==> config.mk <==
export PLATFORM = sky130hd
export DESIGN_NAME = hub_mgmt_scheduler
export DESIGN_NICKNAME = d
export VERILOG_FILES = /design/src/rtl/hub_mgmt_scheduler.sv
export SDC_FILE = /design/constraint.sdc
export NUM_CORES = 1
export LEC_CHECK = 0
export CAP_MARGIN = 25
export CELL_PAD_IN_SITES_DETAIL_PLACEMENT = 0
export CELL_PAD_IN_SITES_GLOBAL_PLACEMENT = 2
export CORE_MARGIN = 10
export CORE_UTILIZATION = 23
export DETAILED_ROUTE_END_ITERATION = 6
export MAX_ROUTING_LAYER = met4
export PLACE_DENSITY_LB_ADDON = 0.2
export SLEW_MARGIN = 30
export SYNTH_ARGS = -nofsm -noshare
export SYNTH_HDL_FRONTEND = slang
export SYNTH_SLANG_ARGS = --single-unit
export TNS_END_PERCENT = 20
==> constraint.sdc <==
create_clock -name clk -period 2.5 [get_ports clk]
set_clock_uncertainty 0.05 [all_clocks]
set_input_delay 0.5 -clock clk [delete_from_list [all_inputs] [get_ports clk]]
set_output_delay 0.5 -clock clk [all_outputs]
set_load 0.005 [all_outputs]
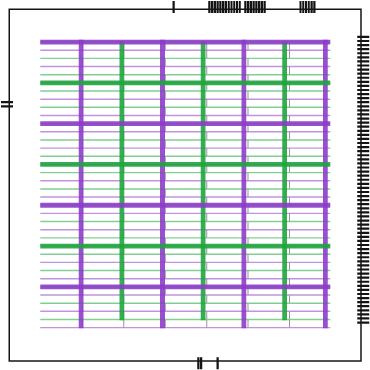
(run_1/floorplan.png)
(3 px per um) Pins as bars on the die edge. Tap cells in grey.
- VDD: green
- VSS: purple
- signal pins: 103
- met5 straps: 7
- met1 rails: 36
Die Y-Extent: 117 um
core area: 9200 um^2

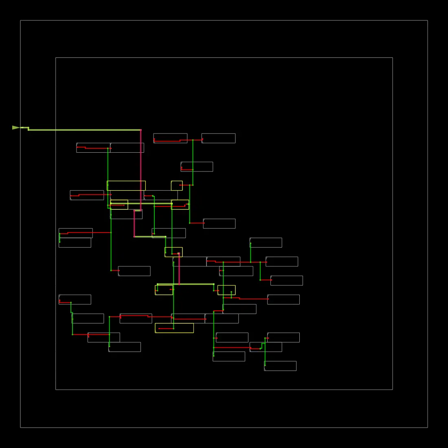
(run_1/clock_nets.png)
Late-Pin Clk Latency: 0.28 ns
registers: 34
clkbuf count: 5

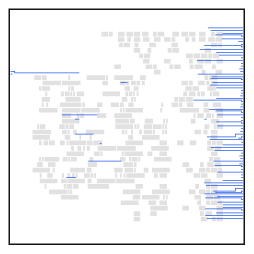
(run_1/m3.png)
(2 px per um)
- main direction: horizontal
- nets with wire on the layer: 77
final WL: 6890 um
met3 usage: 3.80%
vias: 1967

==> flow_summary.toml, run 1 <==
# synthesis and place-and-route metrics
[status]
run_status = "finished clean"

[cells_and_area]
finalNonFillerCells = 450
layout.area.top_class = "logic gates"
final_core_util_pct = 38.7
drive_gt1_share_pct = 15.9

[drt]
remaining_drc_errors = 0
drtPass1Iterations = 4

[cts]
cts.repair.resized = 5
ctsHoldBuffers = 0
cts_root_buffer = "clkbuf_8"

[power]
power_mw = 2.82
p_switching_mw = 0.868
p_comb_share_pct = 51.7

[logic_synthesis]
logic_family = "simple AND/OR/NAND/NOR gates"
yosysChipArea_um2 = 2150
synthAoiAreaFrac_pct = 7.90
xor_share_pct = 5.29
synth_flops = 34

[worst_setup_path]
worstPathRequired_ns = 1.95
arrival_ns = 1.86

[place]
place_area_um2 = 3330

[global_route]
overflow = 0
antenna_found_initial = 0
grt_pass1_wl_um = 10300

[final_timing]
setup_ws_ns = 0.0949
slew_headroom_pct = 66.6
tns_ns = 0

[floorplanning]
ioPinCount = 103
chip_area_um2 = 13600

[min_path]
whs_path_depth = 1
hold_path.class = "reg2reg"
run 1: cells in the final DEF, fill, tap and decap left out, drive strengths merged, types with 5 or more instances in the layout:
cell,instances
nand2,29
buf,8
and2,36
o21ai,7
inv,11
nor2,20
xnor2,7
dlymetal6s2s,6
dfstp,14
ha,12
a21boi,5
xor2,6
a21oi,7
clkdlybuf4s50,94
or4,5
mux2,8
dfrtp,20
clkbuf,5
run 1: layer usage:
metal | GRT usage (%) | share of wire [%] | up-vias
li1 | - | - | 981
met1 | 11.8 | 45 | 895
met2 | 15.1 | 43 | 85
met3 | 3.80 | 12 | 6
met4 | 2.22 | 0.57 | 0
met5 | - | 0 | -
==> run_1/layers.png <==
(3 px per um)
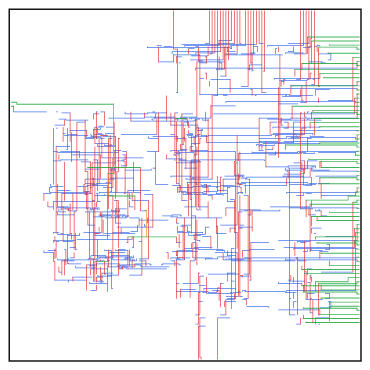

==> run 1 -> run 2 <==
Settings changed: CAP_MARGIN 25 to 20, CELL_PAD_IN_SITES_DETAIL_PLACEMENT 0 to default, CELL_PAD_IN_SITES_GLOBAL_PLACEMENT 2 to default, CORE_UTILIZATION 23 to 35.
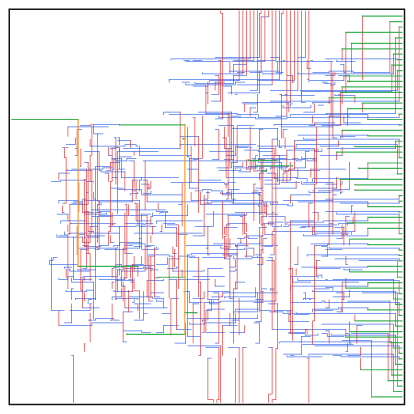
(run_2/layers.png)
(4 px per um)
- M1: blue (wire length 3170 um)
- M3: green (wire length 577 um)
- M4: orange (wire length 89.1 um)
- M2: red (wire length 2710 um)
vias: 1956
routed len/inst: 15.9 um

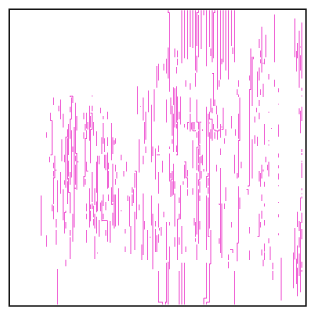
(run_2/m2.png)
(3 px per um)
- share of all routed wire: 41%
- main direction: vertical
- wire length on this layer: 2710 um
- nets with wire on the layer: 315
- longest straight run: 33.3 um
GRT met2 Usage: 19.6%
final WL: 6550 um

==> run 2 against run 1 <==
  * Power fell by 6.1%
  * Combinational power barely moved
  * Critical endpoint is now m_data_write[5]
  * Global-route usage rose by 3.8 points
  * Largest power group unchanged
==> flow_summary.toml, run 2 <==
# synthesis and place-and-route metrics
[min_path]
hold_path.class = "reg2reg"

[cells_and_area]
clkbuf_count = 6
flops = 34
mostFrequentLayoutCells = "clkdlybuf4s50_1 (90), and2_1 (36), nand2_1 (29)"
finalNonFillerCells = 413
final_core_util_pct = 58.5

[logic_synthesis]
logic_family = "simple AND/OR/NAND/NOR gates"
xor_share_pct = 5.29
synth_flops = 34
synthAoiAreaFrac_pct = 7.90

[drt]
drtPass1Iterations = 4

[global_route]
antenna_found_initial = 0
overflow = 0
grt_pass1_wl_um = 10600

[worst_setup_path]
worstPathRequired_ns = 1.95

[floorplanning]
chip_area_um2 = 9690
core_area_um2 = 5960
ioPinCount = 103
die_h_um = 98.4

[cts]
cts_root_buffer = "clkbuf_8"

[power]
power_mw = 2.65

[final_timing]
slew_headroom_pct = 66.4

[status]
run_status = "finished clean"
## run 2: cell counts after synthesis
No cell type changed its count.
## run 2: cells by family after synthesis
| group | Yosys count |
|---|---|
| adder cells (fa/ha/maj) | 12 |
| XOR/XNOR | 13 |
| flip-flops | 34 |
| buffers and inverters | 19 |
| multiplexers | 8 |
| AND-OR/OR-AND | 26 |
| AND/OR/NAND/NOR | 117 |
## run 2: metrics by stage
stage | setup TNS (ns) | area, um^2
final | 0 | 3480
after global routing | -0.0160 | 3480
after CTS | -0.107 | 3420
after detailed placement | 0 | 3270
after global placement | 0 | 3270
after floorplan | 0 | 2150
## run 2: per-layer routing
layer  vias to the layer above  track usage, %  routed length, um
met1                       889            17.2               3170
met4                         0            4.63                 89
met3                         7            4.89                576
met5                         -               -                  0
li1                        976               -                  -
met2                        84            19.6               2710
==> run 2 -> run 3 <==
Settings changed: CORE_MARGIN 10 to default.
==> run 3 against run 2 <==
  * First-iteration DRC count grew 20%
  * Area after synthesis did not move
  * Via count down 0.82%
  * Critical path type unchanged
  * Power is 1.7% higher
  * Final area fell by 0.36%
  * Critical endpoint is now m_addr[6]
==> flow_summary.toml, run 3 <==
# synthesis and place-and-route metrics
[cts]
cts.repair.resized = 5
cts_root_buffer = "clkbuf_8"
ctsHoldBuffers = 0

[final_timing]
tns_ns = 0
rsz0062_at_grt = "false"
slew_headroom_pct = 64.6
setup_ws_ns = 0.0771

[floorplanning]
ioPinCount = 103
rows = 28
initial_core_util_pct = 36.4
chip_area_um2 = 6470
die_h_um = 80.4
core_area_um2 = 5920

[cells_and_area]
finalInstanceArea_um2 = 3470
finalNonFillerCells = 416
lay_top_count = "clkdlybuf4s50_1"
final_core_util_pct = 58.6
final_net_count = 400
drive_gt1_share_pct = 16.1

[drt]
drtPass1Iterations = 4
remaining_drc_errors = 0
drt_iter0_drc = 55

[global_route]
overflow = 0
grt_util_met1_pct = 22.5
grtUsageMet2_pct = 29.2
antenna_found_initial = 0
top_usage_layer = "met2"
grt_pass1_wl_um = 8710
grt_util_met3_pct = 4.09

[logic_synthesis]
yosysChipArea_um2 = 2150
synth_flops = 34

[power]
power_mw = 2.69
p_comb_share_pct = 53.4

[place]
place_area_um2 = 3280

[status]
run_status = "finished clean"

[worst_setup_path]
arrival_ns = 1.87
criticalPathCategory = "reg2out"

[min_path]
hold_path.class = "reg2reg"
-- run 3: logic make-up (layout without fill, tap and decap cells) --
group	Yosys count	count (layout)	share of synthesized area [%]
AND-OR/OR-AND	26	26	7.90
XOR/XNOR	13	13	5.29
adder cells (fa/ha/maj)	12	12	6.97
multiplexers	8	8	4.18
AND/OR/NAND/NOR	117	117	31.7
flip-flops	34	34	40.3
buffers and inverters	19	131	3.66
-- run 3: cell type report --
class	count	area (um^2)
Fill cell	517	2450
Multi-Input combinational cell	176	1240
Timing Repair Buffer	112	1110
Sequential cell	34	868
Tap cell	75	93.8
Clock buffer	5	68.8
Clock inverter	3	45.0
Inverter	11	41.3
-- run 3: routing by layer --
layer  vias to the layer above  wire length [um]
li1                        983                 -
met1                       878              2500
met2                        73              2450
met3                         6               533
met4                         0                75
met5                         -                 0
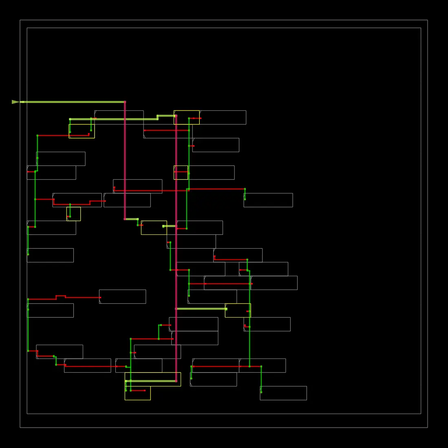
(run_3/clock_nets.png)
Power Clock: 0.504 mW
Late-Pin Clk Latency: 0.29 ns
TritonCTS buffer count: 5

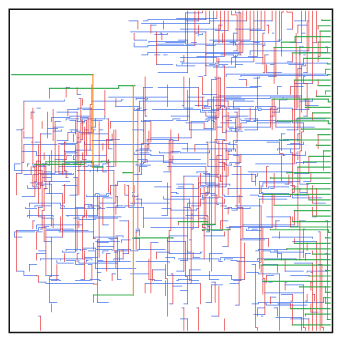
(run_3/layers.png)
(4 px per um)
- M2: red (wire length 2450 um)
- M4: orange (wire length 75.5 um)
- M3: green (wire length 533 um)
- M1: blue (wire length 2500 um)
routed len/inst: 13.4 um
vias: 1940
final WL: 5560 um
Tot GR Track Use: 18.1%

Power and IR drop assume default switching activity.
